**src/rtl/acc_buffer.sv**
```systemverilog
// acc_buffer: DEPTH-row multi-lane result store with overwrite/accumulate writes and valid/ready drain.
// Optional ACC_SATURATE_EN: accumulate saturates per lane instead of wrapping.
`default_nettype none

module acc_buffer #(
  parameter int DATA_W = 32,
  parameter int DEPTH  = 4,
  parameter int LANES  = 2
) (
  input  logic                       clk,
  input  logic                       reset_n,
  input  logic                       in_valid,
  input  logic [LANES*DATA_W-1:0]    in_data,
  input  logic                       in_accum,
  output logic                       in_ready,
  input  logic                       rewind,
  input  logic                       drain,
  output logic                       out_valid,
  output logic [LANES*DATA_W-1:0]    out_data,
  output logic                       out_last,
  input  logic                       out_ready,
  output logic                       full,
  output logic                       empty,
  output logic [$clog2(DEPTH+1)-1:0] count
);

  localparam int PTR_W = $clog2(DEPTH);
  localparam int CNT_W = $clog2(DEPTH+1);
  localparam logic [PTR_W-1:0] LAST_PTR = PTR_W'(DEPTH - 1);
  localparam logic [CNT_W-1:0] FULL_CNT = CNT_W'(DEPTH);

  typedef enum logic [1:0] {
    S_FILL  = 2'd0,
    S_FULL  = 2'd1,
    S_DRAIN = 2'd2
  } state_t;

  state_t                  state, state_n;
  logic [PTR_W-1:0]        wr_ptr, wr_ptr_n;
  logic [PTR_W-1:0]        rd_ptr, rd_ptr_n;
  logic [CNT_W-1:0]        count_n;
  logic [LANES*DATA_W-1:0] mem [DEPTH];
  logic [LANES*DATA_W-1:0] cur_row;
  logic [LANES*DATA_W-1:0] acc_row;
  logic                    wr_en;
  logic                    rd_hs;

  assign wr_en    = in_valid && in_ready;
  assign rd_hs    = out_valid && out_ready;
  assign cur_row  = mem[wr_ptr];
  assign out_data = out_valid ? mem[rd_ptr] : '0;
  assign out_last = out_valid && (rd_ptr == LAST_PTR);

  for (genvar i = 0; i < LANES; i++) begin : g_lane
    logic [DATA_W-1:0] a, b, s;
    assign a = cur_row[i*DATA_W +: DATA_W];
    assign b = in_data[i*DATA_W +: DATA_W];
    assign s = a + b;
`ifdef ACC_SATURATE_EN
    // Overflow only when both operands share a sign the result does not.
    logic ovf;
    assign ovf = (a[DATA_W-1] == b[DATA_W-1]) && (s[DATA_W-1] != a[DATA_W-1]);
    assign acc_row[i*DATA_W +: DATA_W] = !ovf ? s :
        (a[DATA_W-1] ? {1'b1, {(DATA_W-1){1'b0}}} : {1'b0, {(DATA_W-1){1'b1}}});
`else
    assign acc_row[i*DATA_W +: DATA_W] = s;
`endif
  end

  always_comb begin
    state_n  = state;
    wr_ptr_n = wr_ptr;
    rd_ptr_n = rd_ptr;
    count_n  = count;
    case (state)
      S_FILL: begin
        if (wr_en) begin
          count_n  = count + 1'b1;
          wr_ptr_n = (wr_ptr == LAST_PTR) ? '0 : wr_ptr + 1'b1;
          if (count + 1'b1 == FULL_CNT) state_n = S_FULL;
        end
      end
      S_FULL: begin
        if (drain) begin
          state_n  = S_DRAIN;
          rd_ptr_n = '0;
        end else if (rewind) begin
          state_n  = S_FILL;
          wr_ptr_n = '0;
          count_n  = '0;
        end
      end
      S_DRAIN: begin
        if (rd_hs) begin
          if (rd_ptr == LAST_PTR) begin
            state_n  = S_FILL;
            rd_ptr_n = '0;
            wr_ptr_n = '0;
            count_n  = '0;
          end else begin
            rd_ptr_n = rd_ptr + 1'b1;
          end
        end
      end
      default: state_n = S_FILL;
    endcase
  end

  always_ff @(posedge clk or negedge reset_n) begin
    if (!reset_n) begin
      state     <= S_FILL;
      wr_ptr    <= '0;
      rd_ptr    <= '0;
      count     <= '0;
      full      <= 1'b0;
      empty     <= 1'b1;
      in_ready  <= 1'b1;
      out_valid <= 1'b0;
      for (int r = 0; r < DEPTH; r++) mem[r] <= '0;
    end else begin
      state     <= state_n;
      wr_ptr    <= wr_ptr_n;
      rd_ptr    <= rd_ptr_n;
      count     <= count_n;
      full      <= (count_n == FULL_CNT);
      empty     <= (count_n == '0);
      in_ready  <= (state_n == S_FILL);
      out_valid <= (state_n == S_DRAIN);
      if (wr_en) mem[wr_ptr] <= in_accum ? acc_row : in_data;
    end
  end

endmodule

`default_nettype wire

```
**config.mk**
```make
export PLATFORM = sky130hd
export DESIGN_NAME = acc_buffer
export DESIGN_NICKNAME = d
export VERILOG_FILES = /design/src/rtl/acc_buffer.sv
export SDC_FILE = /design/constraint.sdc
export NUM_CORES = 1
export LEC_CHECK = 0
export CAP_MARGIN = 20
export CORE_MARGIN = 4
export CORE_UTILIZATION = 55
export CTS_BUF_LIST = sky130_fd_sc_hd__clkbuf_16
export CTS_CLUSTER_DIAMETER = 120
export DETAILED_ROUTE_END_ITERATION = 10
export PLACE_DENSITY_LB_ADDON = 0.05
export SETUP_SLACK_MARGIN = 0.2
export SKIP_CTS_REPAIR_TIMING = 1
export SYNTH_ARGS = -nofsm -noshare
export SYNTH_HDL_FRONTEND = slang
export SYNTH_SLANG_ARGS = --single-unit
```
**constraint.sdc**
```tcl
create_clock -name clk -period 6.6 [get_ports clk]
set_input_delay 1.65 -clock clk [delete_from_list [all_inputs] [get_ports clk]]
set_output_delay 1.65 -clock clk [all_outputs]
set_load 0.01 [all_outputs]
```
==> impl_metrics.py <==
# Generated from Yosys and OpenROAD reports
metrics = {
    "critical_path": {
        "critical_path_class": "reg -> out",
        "crit_path_end_kind": "output pin",
        "startpoint": "rd_ptr[1]",
        "worstPathArrival_ns": 3.12,
        "crit_chain": "buf_4 -> mux4_2 -> and2_1 -> clkdlybuf4s50_1",
        "crit_fanout": 32,
        "cpLargestDelayFamily": "flip-flops",
        "cp-endpoint": "out_data[30]",
        "worstSetupStartpointType": "flop",
        "critical_path_cell_count": 4,
        "crit_slowest_cell": "dfrtp_2",
        "r2r_setup_slack_ns": 2.05,
        "r2r-end": "mem[154]",
        "reg2reg_from": "wr_ptr[0]",
        "required_ns": 4.95,
        "path_buffers": 2,
        "crit_path_max_incr_delay_ns": 1.03,
        "reg2regPathDepth": 12,
    },
    "cells_and_area": {
        "fin_area_sq_um": 19700,
        "layout.cells.most_common": "nand2_1",
        "final_cell_mix": "271 x nand2_1, 262 x dfrtp_1, 219 x o21ai_0",
        "syn2layout_area_growth_pct": 14.5,
        "final_nets": 1908,
        "drive_gt1_share_pct": 11.9,
    },
    "sta": {
        "finClkSkew_ns": 0.0124,
        "fin_crit_ns": 4.77,
        "fmaxAchievable_mhz": 210,
        "hold_viol": 0,
        "tightest_slew_ns": 1.06,
        "slew_headroom_pct": 28.6,
        "rsz0062_at_grt": "no",
        "finalSetupViolCount": 0,
        "finalClockPeriodUsage_pct": 72.3,
        "report.final.slew_viol_count": 0,
        "fin_setup_tns_ns": 0,
    },
    "clocking": {
        "clockBufferDepth": 3,
        "cts_tree": "built",
        "clock_sinks": 269,
        "cts_made_buffers": 30,
        "cts_root_buffer": "clkbuf_16",
        "clk_latency_ns": 0.56,
        "h-tree-depth": 1,
        "clk_pin_slew_ns": 0.06,
    },
    "placed_design": {
        "place_congestion": 0.898,
        "hpwl_um": 29800,
        "placed_area_sq_um": 18800,
        "io_buffers": 142,
    },
    "outcome": {
        "status": "completed",
    },
    "route": {
        "top_layer_used": "met4",
        "dr_wl_met2_um": 20600,
        "via_per_inst": 6.10,
        "dr_wl_met3_um": 2300,
        "via_count": 13300,
        "m1WireLength_um": 20400,
        "routed_wl_um": 44300,
        "wire_per_inst_um": 20.3,
        "antenna_left": 0,
        "drt_iter0_drc": 838,
        "drcViolationCount": 0,
        "drt_pass1_iterations": 5,
    },
    "logic_synthesis": {
        "async_flop_share_pct": 100,
        "ys_cells": 1688,
        "synth-main-ff-cell": "dfrtp_1",
        "ys_ff": 269,
        "syn_inst": 1688,
        "ys_area_sq_um": 17200,
        "yosysUniqueCellTypes": 78,
        "netlist_area_sq_um": 17200,
        "syn_area_per_cell_sq_um": 10.2,
        "edf_count": 0,
        "yosysWarnings": 0,
        "synth.yosys.seq_area_share_pct": 39.1,
        "fp_nets": 1834,
    },
    "die": {
        "die_w_um": 185,
        "chipArea_sq_um": 34200,
        "die_h_um": 185,
        "ioPinCount": 143,
        "fp_util_pct": 56.0,
        "core-area_sq_um": 30700,
    },
    "power_and_ir_drop": {
        "leakage_nw": 8.51,
        "vdd_drop_max_v": 0.000271,
        "p_per_area_nw_per_um2": 573,
    },
    "global_routing": {
        "grt_pass1_vias": 13500,
        "use_met2_pct": 42.3,
        "overflow": 0,
        "grt_max_degree": 124,
        "grt.busiest_layer": "met2",
        "antenna_found_initial": 1,
        "met1_usage_pct": 38.6,
        "grt_pass1_wl_um": 72400,
        "grtUsageMet3_pct": 3.53,
        "grtUsageTotal_pct": 26.3,
    },
    "flow_run": {
        "drv_cap": 0,
        "warnings": 34,
    },
    "hold_path": {
        "hold_depth": 2,
        "worstHoldStart": "mem[100]",
        "hp-class": "reg -> reg",
        "hold_end": "mem[100]",
    },
}
-- logic make-up (layout without fill, tap and decap cells) --
logic type / count (synthesis) / in the layout / share of synthesized area (%)
buffers and inverters: 148 / 243 / 3.65
AND-OR/OR-AND: 476 / 476 / 16.2
XOR/XNOR: 54 / 54 / 2.75
flip-flops: 269 / 269 / 39.1
adder cells (fa/ha/maj): 75 / 75 / 5.54
AND/OR/NAND/NOR: 486 / 486 / 12.9
multiplexers: 180 / 180 / 19.8
other: 0 / 1 / 0
-- area by class of cell --
| type | count | area, sq um |
|---|---|---|
| fillers | 2529 | 11000 |
| multi-input cells | 1271 | 9880 |
| flip-flops and latches | 269 | 6750 |
| repair buffers | 159 | 1580 |
| clock buffers | 31 | 776 |
| well taps | 396 | 495 |
| inverters | 31 | 116 |
| clock inverters | 22 | 113 |
| diodes | 1 | 2.50 |
-- where the power goes --
group | switching [mW] | internal (mW) | leakage, nW
sequential | 0.668 | 2.43 | 3.34
combinational | 3.57 | 3.09 | 4.70
clock | 0.659 | 0.873 | 0.462
total | 4.90 | 6.39 | 8.51
-- synthesized netlist by cell type, types with 4 or more instances --
| cell type | n | area share (%) |
|---|---|---|
| o21a_1 | 8 | 0.35 |
| and2_1 | 66 | 2.4 |
| clkbuf_1 | 83 | 1.8 |
| a311oi_1 | 4 | 0.20 |
| nor2_1 | 58 | 1.3 |
| dfrtp_1 | 267 | 39 |
| ha_1 | 73 | 5.3 |
| a21oi_1 | 86 | 2.5 |
| nand2b_1 | 5 | 0.18 |
| and3_1 | 12 | 0.44 |
| and4_1 | 4 | 0.20 |
| a21o_1 | 31 | 1.4 |
| xnor2_1 | 35 | 1.8 |
| inv_1 | 30 | 0.65 |
| nand2_1 | 275 | 6.0 |
| nor2b_1 | 9 | 0.33 |
| o21ai_0 | 219 | 6.4 |
| o21ai_1 | 49 | 1.4 |
| nor3_1 | 5 | 0.15 |
| mux2i_1 | 52 | 3.0 |
| xor2_1 | 19 | 0.97 |
| o211ai_1 | 4 | 0.17 |
| nand3_1 | 24 | 0.70 |
| nand4_1 | 13 | 0.47 |
| mux4_2 | 128 | 17 |
| a31oi_1 | 17 | 0.62 |
| buf_6 | 4 | 0.26 |
| a211oi_1 | 11 | 0.48 |
| o21bai_1 | 9 | 0.39 |
| buf_1 | 21 | 0.46 |
-- sequential cells by signal, indices dropped and copies added, names as in the netlist --
name and count:
full 1, out_valid 1, rd_ptr 2, count 3, wr_ptr 2, mem 256, empty 1, state 2
in_ready 1
-- stage by stage --
stage | total power, mW | hold WS, ns | std cells | worst slack (ns)
floorplan | 8.01 | 0.459 | 1688 | 1.91
global placement | 9.56 | 0.474 | 2126 | 1.59
detailed placement | 9.72 | 0.487 | 2126 | 1.52
CTS | 11.3 | 0.499 | 2179 | 1.86
global route | 12.2 | 0.516 | 2180 | 1.69
finish | 11.3 | 0.497 | 2180 | 1.83
-- worst reg2reg max path, cell delays in order, from the launching register on --
cell      delay (ns)
dfrtp_4         0.74
buf_4           0.55
mux4_2          0.60
ha_1            0.38
a21oi_1         0.26
nand3_1         0.12
a311oi_1        0.37
o31a_1          0.31
o21ai_1         0.19
a311oi_1        0.38
xnor2_1         0.20
nand2_1         0.15
a31oi_1         0.22
==> images/class_map.png <==
Scale: 1.5 px per um.
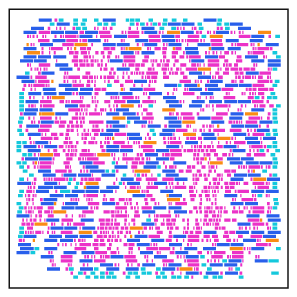
Key: registers = blue [cells 269, share of their area 35%]; remaining buffers and delay cells = cyan [cells 159, share of their area 8.2%]; clock drivers and dummy loads = orange [cells 53, share of their area 4.6%]; remaining logic cells = magenta [cells 1302, share of their area 52%]

==> images/placed.png <==
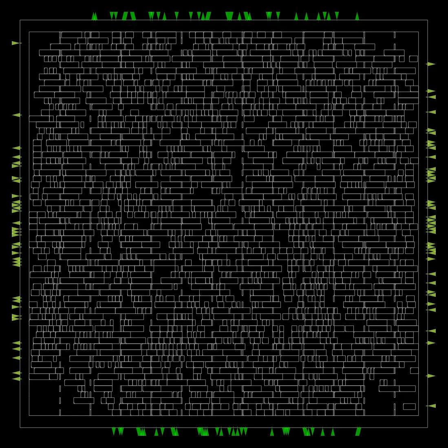
n_taps: 396
row count: 64
Core Util, Final: 64.1%
registers: 269

==> images/ff_map.png <==
Scale: 1.5 px per um. Other sequential cells in the stronger grey, the rest of the logic in the fainter grey.
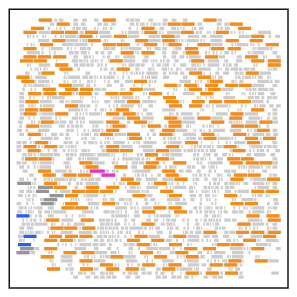
Key: wr_ptr = magenta [placed flops 2]; mem = orange [placed flops 256, where all over the die]; count = blue [placed flops 3]
Seq power: 3.09 mW
sequential share of cell area: 34.2%

==> images/clock_wires.png <==
Scale: 1.5 px per um.
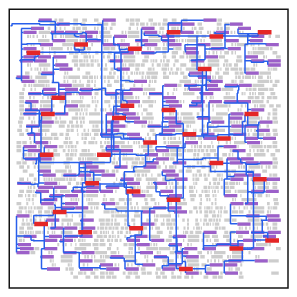
Key: clock-net drivers = red [count 30]; clock wires = blue [length 3540 um]; flip-flops = purple [count 269]
There are 31 routed clock nets.

==> images/port_trees.png <==
Scale: 2 px per um.
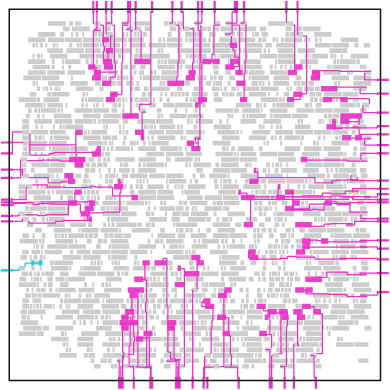
Key: out_ready = cyan [bits 1, direction input, end cells 2, wire 15.4 um]; in_data = magenta [bits 64, direction input, end cells 128, wire 3140 um]

Power and IR drop assume default switching activity.
